===== src/rtl/kyber_reduce_seq_if.sv =====
// Stream/handshake bundle between kyber_reduce_seq, its producer/consumer and reduction_top.
// err_range_o exists only when KYBER_SEQ_RANGE_CHECK_EN is defined.
interface kyber_reduce_seq_if #(
    parameter int unsigned DATA_LENGTH = 16
);
    logic                   in_valid_i;
    logic [DATA_LENGTH-1:0] in_data_i;
    logic                   in_ready_o;
    logic                   red_start_o;
    logic [DATA_LENGTH-1:0] red_x_o;
    logic [DATA_LENGTH-1:0] red_m_o;
    logic [DATA_LENGTH-1:0] red_result_i;
    logic                   red_valid_i;
    logic                   out_valid_o;
    logic [DATA_LENGTH-1:0] out_data_o;
    logic                   out_ready_i;
    logic                   err_timeout_o;
    logic [15:0]            count_o;
`ifdef KYBER_SEQ_RANGE_CHECK_EN
    logic                   err_range_o;
`endif

    // Sequencer side
    modport master (
        input  in_valid_i, in_data_i, red_result_i, red_valid_i, out_ready_i,
        output in_ready_o, red_start_o, red_x_o, red_m_o, out_valid_o, out_data_o,
               err_timeout_o, count_o
`ifdef KYBER_SEQ_RANGE_CHECK_EN
        , output err_range_o
`endif
    );

    // Environment side: producer, consumer and reduction core
    modport slave (
        output in_valid_i, in_data_i, red_result_i, red_valid_i, out_ready_i,
        input  in_ready_o, red_start_o, red_x_o, red_m_o, out_valid_o, out_data_o,
               err_timeout_o, count_o
`ifdef KYBER_SEQ_RANGE_CHECK_EN
        , input err_range_o
`endif
    );
endinterface


===== src/rtl/kyber_reduce_seq.sv =====
// Initiator for reduction_top: one x mod Q reduction per streamed operand, with zero bypass
// and WAIT timeout. Define KYBER_SEQ_RANGE_CHECK_EN to add the sticky err_range_o flag.
module kyber_reduce_seq #(
    parameter int unsigned DATA_LENGTH    = 16,
    parameter int unsigned Q              = 3329,
    parameter int unsigned TIMEOUT_CYCLES = 64
) (
    input  logic              clk_i,
    input  logic              rst_ni,
    kyber_reduce_seq_if.master bus
);
    localparam int unsigned CNT_W = (TIMEOUT_CYCLES > 1) ? $clog2(TIMEOUT_CYCLES) : 1;
    localparam logic [CNT_W-1:0] CNT_LAST = CNT_W'(TIMEOUT_CYCLES - 1);
    localparam logic [DATA_LENGTH-1:0] Q_W = DATA_LENGTH'(Q);

    typedef enum logic [1:0] {
        S_IDLE,
        S_ISSUE,
        S_WAIT,
        S_HOLD
    } state_t;

    state_t                 state_q, state_d;
    logic [CNT_W-1:0]       wait_cnt_q, wait_cnt_d;
    logic                   in_ready_q, in_ready_d;
    logic                   red_start_q, red_start_d;
    logic [DATA_LENGTH-1:0] red_x_q, red_x_d;
    logic                   out_valid_q, out_valid_d;
    logic [DATA_LENGTH-1:0] out_data_q, out_data_d;
    logic                   err_timeout_q, err_timeout_d;
    logic [15:0]            count_q, count_d;
`ifdef KYBER_SEQ_RANGE_CHECK_EN
    logic                   err_range_q, err_range_d;
`endif

    // State and registered outputs
    always_ff @(posedge clk_i or negedge rst_ni) begin
        if (!rst_ni) begin
            state_q       <= S_IDLE;
            wait_cnt_q    <= '0;
            in_ready_q    <= 1'b1;
            red_start_q   <= 1'b0;
            red_x_q       <= '0;
            out_valid_q   <= 1'b0;
            out_data_q    <= '0;
            err_timeout_q <= 1'b0;
            count_q       <= '0;
`ifdef KYBER_SEQ_RANGE_CHECK_EN
            err_range_q   <= 1'b0;
`endif
        end else begin
            state_q       <= state_d;
            wait_cnt_q    <= wait_cnt_d;
            in_ready_q    <= in_ready_d;
            red_start_q   <= red_start_d;
            red_x_q       <= red_x_d;
            out_valid_q   <= out_valid_d;
            out_data_q    <= out_data_d;
            err_timeout_q <= err_timeout_d;
            count_q       <= count_d;
`ifdef KYBER_SEQ_RANGE_CHECK_EN
            err_range_q   <= err_range_d;
`endif
        end
    end

    // Next state; handshake outputs are decoded from the next state so they are registered
    always_comb begin
        state_d       = state_q;
        wait_cnt_d    = wait_cnt_q;
        red_x_d       = red_x_q;
        out_data_d    = out_data_q;
        err_timeout_d = err_timeout_q;
        count_d       = count_q;
`ifdef KYBER_SEQ_RANGE_CHECK_EN
        err_range_d   = err_range_q;
`endif

        unique case (state_q)
            S_IDLE: begin
                if (bus.in_valid_i && in_ready_q) begin
                    red_x_d = bus.in_data_i;
                    if (bus.in_data_i == '0) begin
                        out_data_d = '0;
                        state_d    = S_HOLD;
                    end else begin
                        state_d = S_ISSUE;
                    end
                end
            end
            S_ISSUE: begin
                wait_cnt_d = '0;
                state_d    = S_WAIT;
            end
            S_WAIT: begin
                // Core result wins over a timeout landing in the same cycle
                if (bus.red_valid_i) begin
                    out_data_d = bus.red_result_i;
`ifdef KYBER_SEQ_RANGE_CHECK_EN
                    if (bus.red_result_i >= Q_W) err_range_d = 1'b1;
`endif
                    state_d = S_HOLD;
                end else if (wait_cnt_q == CNT_LAST) begin
                    out_data_d    = '1;
                    err_timeout_d = 1'b1;
                    state_d       = S_HOLD;
                end else begin
                    wait_cnt_d = wait_cnt_q + CNT_W'(1);
                end
            end
            S_HOLD: begin
                if (bus.out_ready_i) begin
                    count_d = count_q + 16'd1;
                    state_d = S_IDLE;
                end
            end
            default: state_d = S_IDLE;
        endcase

        in_ready_d  = (state_d == S_IDLE);
        red_start_d = (state_d == S_ISSUE);
        out_valid_d = (state_d == S_HOLD);
    end

    assign bus.in_ready_o    = in_ready_q;
    assign bus.red_start_o   = red_start_q;
    assign bus.red_x_o       = red_x_q;
    assign bus.red_m_o       = Q_W;
    assign bus.out_valid_o   = out_valid_q;
    assign bus.out_data_o    = out_data_q;
    assign bus.err_timeout_o = err_timeout_q;
    assign bus.count_o       = count_q;
`ifdef KYBER_SEQ_RANGE_CHECK_EN
    assign bus.err_range_o   = err_range_q;
`endif
endmodule


===== src/flat_wrapper.sv =====
// flat-port wrapper written by rule: the top's interface ports become plain ports
module kyber_reduce_seq_flat 
#(
    parameter int unsigned DATA_LENGTH    = 16,
    parameter int unsigned Q              = 3329,
    parameter int unsigned TIMEOUT_CYCLES = 64
)
  (clk_i, rst_ni, bus_in_valid_i, bus_in_data_i, bus_red_result_i, bus_red_valid_i, bus_out_ready_i, bus_in_ready_o, bus_red_start_o, bus_red_x_o, bus_red_m_o, bus_out_valid_o, bus_out_data_o, bus_err_timeout_o, bus_count_o);
  kyber_reduce_seq_if #(.DATA_LENGTH(DATA_LENGTH)) bus_i ();
  input  logic clk_i;
  input  logic rst_ni;
  input wire logic [$bits(bus_i.in_valid_i)-1:0] bus_in_valid_i;
  input wire logic [$bits(bus_i.in_data_i)-1:0] bus_in_data_i;
  input wire logic [$bits(bus_i.red_result_i)-1:0] bus_red_result_i;
  input wire logic [$bits(bus_i.red_valid_i)-1:0] bus_red_valid_i;
  input wire logic [$bits(bus_i.out_ready_i)-1:0] bus_out_ready_i;
  output wire logic [$bits(bus_i.in_ready_o)-1:0] bus_in_ready_o;
  output wire logic [$bits(bus_i.red_start_o)-1:0] bus_red_start_o;
  output wire logic [$bits(bus_i.red_x_o)-1:0] bus_red_x_o;
  output wire logic [$bits(bus_i.red_m_o)-1:0] bus_red_m_o;
  output wire logic [$bits(bus_i.out_valid_o)-1:0] bus_out_valid_o;
  output wire logic [$bits(bus_i.out_data_o)-1:0] bus_out_data_o;
  output wire logic [$bits(bus_i.err_timeout_o)-1:0] bus_err_timeout_o;
  output wire logic [$bits(bus_i.count_o)-1:0] bus_count_o;
  assign bus_i.in_valid_i = bus_in_valid_i;
  assign bus_i.in_data_i = bus_in_data_i;
  assign bus_i.red_result_i = bus_red_result_i;
  assign bus_i.red_valid_i = bus_red_valid_i;
  assign bus_i.out_ready_i = bus_out_ready_i;
  assign bus_in_ready_o = bus_i.in_ready_o;
  assign bus_red_start_o = bus_i.red_start_o;
  assign bus_red_x_o = bus_i.red_x_o;
  assign bus_red_m_o = bus_i.red_m_o;
  assign bus_out_valid_o = bus_i.out_valid_o;
  assign bus_out_data_o = bus_i.out_data_o;
  assign bus_err_timeout_o = bus_i.err_timeout_o;
  assign bus_count_o = bus_i.count_o;
  kyber_reduce_seq #(.DATA_LENGTH(DATA_LENGTH), .Q(Q), .TIMEOUT_CYCLES(TIMEOUT_CYCLES)) u_core (.clk_i(clk_i), .rst_ni(rst_ni), .bus(bus_i));
endmodule

===== config.mk =====
export PLATFORM = sky130hd
export DESIGN_NAME = kyber_reduce_seq_flat
export DESIGN_NICKNAME = d
export VERILOG_FILES = /design/src/rtl/kyber_reduce_seq_if.sv /design/src/rtl/kyber_reduce_seq.sv /design/src/flat_wrapper.sv
export SDC_FILE = /design/constraint.sdc
export NUM_CORES = 1
export LEC_CHECK = 0
export ABC_AREA = 1
export CAP_MARGIN = 20
export CORE_ASPECT_RATIO = 1.4
export CORE_MARGIN = 5
export CORE_UTILIZATION = 30
export CTS_BUF_LIST = sky130_fd_sc_hd__clkbuf_16
export DETAILED_ROUTE_END_ITERATION = 8
export PLACE_DENSITY_LB_ADDON = 0.2
export SLEW_MARGIN = 20
export SYNTH_ARGS = -nofsm -noshare
export SYNTH_HDL_FRONTEND = slang
export SYNTH_SLANG_ARGS = --single-unit

===== constraint.sdc =====
create_clock -name clk_i -period 1.95 [get_ports clk_i]
set_clock_uncertainty 0.2 [all_clocks]
set_input_delay 0.195 -clock clk_i [delete_from_list [all_inputs] [get_ports clk_i]]
set_output_delay 0.195 -clock clk_i [all_outputs]
set_load 0.1 [all_outputs]

Run 1, sizing map:
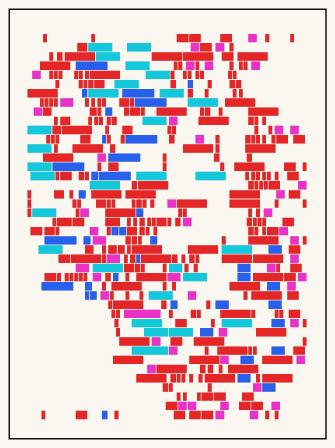
[_2 cells] blue | cells: 39 | most used: mux2_2
[_3 and _4 cells] magenta | cells: 49 | most used: buf_4
[_6 and larger] cyan | cells: 29 | most used: buf_12
[_0 and _1 cells] red | cells: 323 | most used: nand2_1

Run 1, track usage over the die:
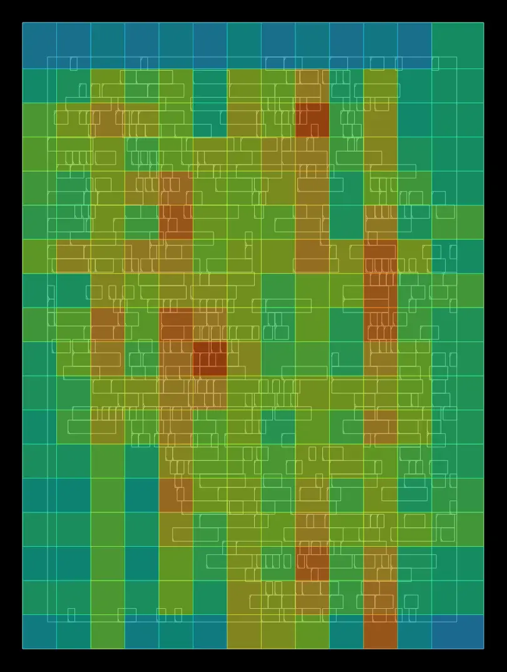
M2 GR Usage: 21.5%
Final Util: 45.5%

==> summary.txt, run 1 <==
Figures from the implementation reports.

- The flow ran to the end, and the final reports show no timing, DRC or antenna violations.
- The count of fill cells added during filler insertion reads 924.
- The met3 layer usage reported by global route reads 4.09%.
- The busiest metal layer after global routing is met2.
- The highest routing layer actually used reads met4.
- The number of max-slew violations in the final report is 0.
- The highest clock rate reads between 500 and 600 MHz.
- The synthesized cell area reads 2920 sq um.
- The number of port buffers is 88.
- The total length of routed met3 wires is 484 um.
- The non-clock buffer share of cell area is 24.5%.
- The logic area reads 1210 sq um.
- The routed metal-1 wire length reads 2940 um.
- The overall via count from detail_route reads 2,421.
- Post-CTS timing repair inserted 0 buffers for setup.
- The number of buffers inserted during clock tree synthesis is 9.
- The number of sinks handled by clock tree synthesis reads 60.
- The TritonCTS clock tree is yes.
- The total half-perimeter wirelength after legalization and detailed placement is 5540 um.
Run 1, port wiring:
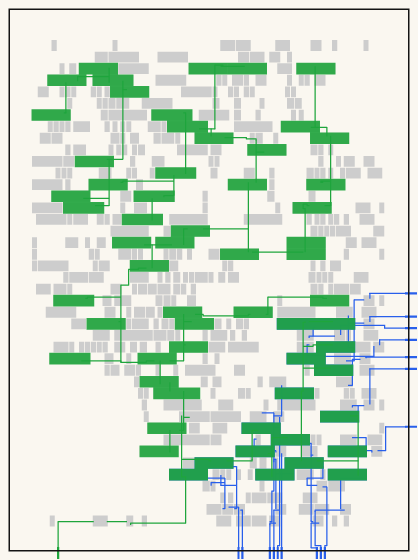
[rst_ni] green | bits: 1 | direction: input | edge: south | end cells: 60 | wire: 560 um
[bus_red_x_o] blue | bits: 16 | direction: output | edge: 9 south, 7 east | end cells: 16 | wire: 449 um

==> run 1: path summary, 6_finish.rpt <==
path                       slack (ps)                        to                     start
hold reg to reg                   270  u_core.bus.out_data_o[0]  u_core.bus.out_data_o[0]
setup / recovery                  190  u_core.bus.out_data_o[2]      u_core.wait_cnt_q[0]
hold / removal                    140     u_core.bus.red_x_o[2]                    rst_ni
setup reg to reg                  190  u_core.bus.out_data_o[2]      u_core.wait_cnt_q[0]
max in group asynchronous         800     u_core.bus.in_ready_o                    rst_ni
min in group clk_i                260    u_core.bus.red_x_o[12]         bus_in_data_i[12]
==> run 1: cells in the mapped netlist (all sizes together) <==
master	n	area share, %
or2	2	0.43
dfstp	1	0.90
nand3	26	4.5
xor2	8	2.4
a21oi	1	0.17
nand4	1	0.21
clkinv	2	0.26
dfrtp	59	51
clkbuf	2	0.26
conb	2	0.26
mux2	12	4.6
buf	21	5.2
nand3b	2	0.51
xnor2	6	1.8
nor3	2	0.34
o21bai	1	0.26
inv	24	3.1
nor2	62	9.2
o21a	1	0.26
o21ai	8	1.4
o22ai	1	0.21
nand2	89	12
ha	2	0.86
==> run 1: metrics by stage <==
stage,worst slack (ps),instances,util [%],cell area (sq um)
2_1_floorplan,27.1,349,-,2980
3_3_place_gp,148,533,42.3,4000
3_5_place_dp,73.4,533,42.3,4000
4_1_cts,63.3,550,45.4,4290
5_1_grt,53.0,550,45.5,4300
6_report,191,550,45.5,4300
==> run 1: what timing repair did <==
action,in CTS,in global routing
endpoints found under the hold margin,16,0
endpoints found under the setup margin,0,5
hold buffers,1,0
resized,0,2
==> run 1: critical path, cell delays in order (launching register included) <==
cell and delay (ps):
dfrtp_1 390, ha_1 220, nand3_1 150, nor2_2 180, nor2_4 70, nor2_4 130, buf_6 190, nand3_1 100
nand2_1 70
Run 1, cells colored by class:
The bar under the picture is 20 um long.
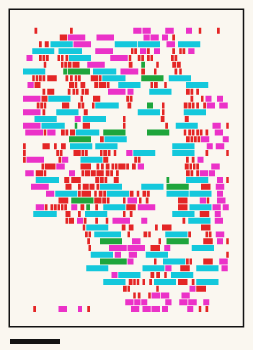

==> inputs of run 2 (changes only) <==
- ABC_AREA: 1 -> default
Run 2, cells colored by class:
The bar under the picture is 20 um long.
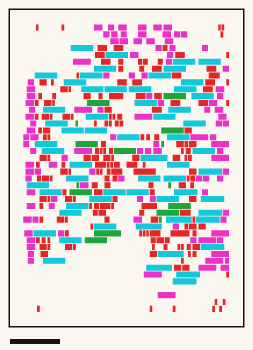
[combinational and other logic] red | cells: 183 | share of their area: 30%
[clock drivers and dummy loads] green | cells: 15 | share of their area: 6.7%
[other buffers and delay cells] magenta | cells: 108 | share of their area: 26%
[flops] cyan | cells: 60 | share of their area: 37%

==> summary.txt, run 2 <==
Figures from the implementation reports.

- The flow ran to the end, and the final reports show no timing, DRC or antenna violations.
- The total wirelength of the detailed-routed design reads 6810 um.
- The final instance area is around 4300 sq um.
- Counting tap cells, the placed design contains a total of 460 instances.
- The slowest cell on the critical path is dfstp_4.
- The finished layout holds roughly 480 standard cells, fillers aside.
- The share of synthesized registers carrying an async set or reset is 100%.
- For reference, the critical path cell chain is nor4bb_4 > buf_12 > mux2_2.
- On the worst path, the slowest cell contributes a delay of 650 ps.
- Ranked by total cell area, the synthesized netlist is headed by dfrtp_1 52%, mux2_2 6.3%, o2bb2ai_1 4.9%.
- The clock passes through at most 2 buffers.
- Per the detailed placement report, the placed cell area equals 3970 sq um.
- The worst flop-to-flop path startpoint is u_core.bus.in_ready_o.
- Summed over all nets, the half-perimeter wirelength after detailed placement is 5130 um.
- The synthesized cell area is 2850 sq um.
- The remaining number of nets flagged by the antenna check after routing reads 0.
- The tally of max-capacitance violations is 0.
- The number of enable flip-flop cells is 0.
- The dominant synthesized flop cell reads dfrtp_1.
- The capture instance of the worst register-to-register path is u_core.bus.red_x_o[7].
- The most popular library cell in the synthesized design by count reads dfrtp_1.
- The CTS report gives the tree buffer count as 9.
- The final route contains 2,258 vias.
- The leading area contributor after synthesis reads dfrtp_1.
- The synthesis run shows the most used standard cells to be 59 x dfrtp_1, 23 x nor2_1, 19 x o21ai_0.
- The highest clock rate is 548 MHz.
- Setup slack on the worst reg-to-reg path comes out at 130 ps.
- TritonCTS built the clock tree.
- The final worst setup slack reads between 100 and 150 ps.
- The fraction of synthesized cell area taken by the top area cell type is 51.9%.
- The utilization after layout is 45.5%.
- The flip-flop and latch count after synthesis reads 60.
- The CTS log lists the clock sinks for this run as 60.
- The finished design was reported to have a net count of 401.
- Prior to clock tree synthesis, the placed netlist has a worst setup slack of -136 ps.
- Each instance of the synthesized netlist takes up on average 11.2 sq um.
- The report lists the number of cells resized after CTS as 0.
- The number of max-slew violations in the final report is 0.
- The overflow left after global routing reads 0.
- The number of standard-cell rows in the floorplan reads roughly 42.
- In the floorplan report the effective utilization is 30.4%.
- The aggregate global-route resource usage is 12.3%.
- The total DRC errors in the routed layout reads 0.
- The clock-pin transition on the worst setup and hold timing paths is around 50 ps.
Run 2, port wiring:
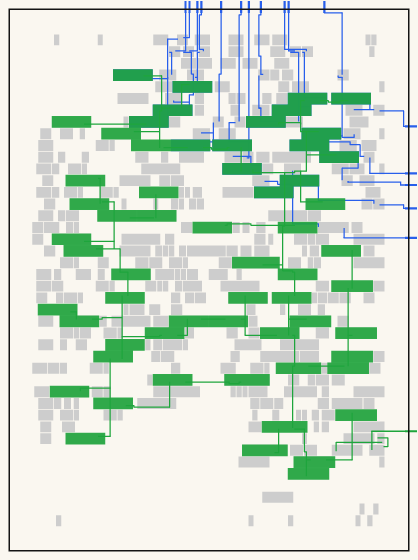
IO Pins: 105
count of buffers from port buffering: 88

## run 2: cell types whose count changed after synthesis, sizes merged, moves of 3 or more
cell / change
o21ai: +12
o2bb2ai: +16
nor4: +9
nor2: -39
xor2: -3
nand3: -17
nand2: -75
and3: +3
mux2: +4
xnor2: +5
nor2b: +3
inv: -18
## run 2: kinds of logic after synthesis
family                     share of synthesized area (%)
other                                              0.264
AOI/OAI and AO/OA                                   13.5
and+or+nand+nor                                     14.5
buffers and inverters                               6.90
xor gates and xnor gates                            4.92
muxes                                               6.33
adders and majority gates                          0.879
DFF                                                 52.8
## run 2: final cells by class
type	instances	area, sq um
fill	882	5100
sequential	60	1530
multi-input combinational	177	1210
timing repair buffer	108	1070
clock buffer	9	225
tap	110	138
clock inverter	6	48.8
inverter	6	22.5
## run 2: worst max path at each step
stage | startpoint | end | slack, ps | depth (start not counted)
after floorplan | u_core.bus.in_ready_o | u_core.bus.red_x_o[0] | -40 | 4
after global placement | bus_in_data_i[0] | u_core.bus.out_data_o[15] | -90 | 6
after detailed placement | bus_in_data_i[0] | u_core.bus.out_data_o[3] | -140 | 6
after CTS | u_core.bus.in_ready_o | u_core.bus.red_x_o[7] | 90 | 3
after global routing | u_core.state_q[1] | u_core.wait_cnt_q[4] | 20 | 5
final | u_core.bus.in_ready_o | u_core.bus.red_x_o[7] | 130 | 3
## run 2: repair_timing
item,CTS,global route
endpoints found under the hold margin,60,0
hold buffers,1,0
buffers inserted,0,0
## run 2: per-layer routing
metal	vias to the layer above	part of all wire [%]	GRT usage, %
met4	0	0.97	4.99
li1	1095	-	-
met1	1082	42	15.2
met3	6	7.1	3.73
met2	75	50	20.0
met5	-	0	0
## run 2: critical path: cells and delay by family, from the launching register on
family	cells	cell delay (ps)
DFF	1	650
buffers and inverters	1	200
and+or+nand+nor	1	320
muxes	1	340
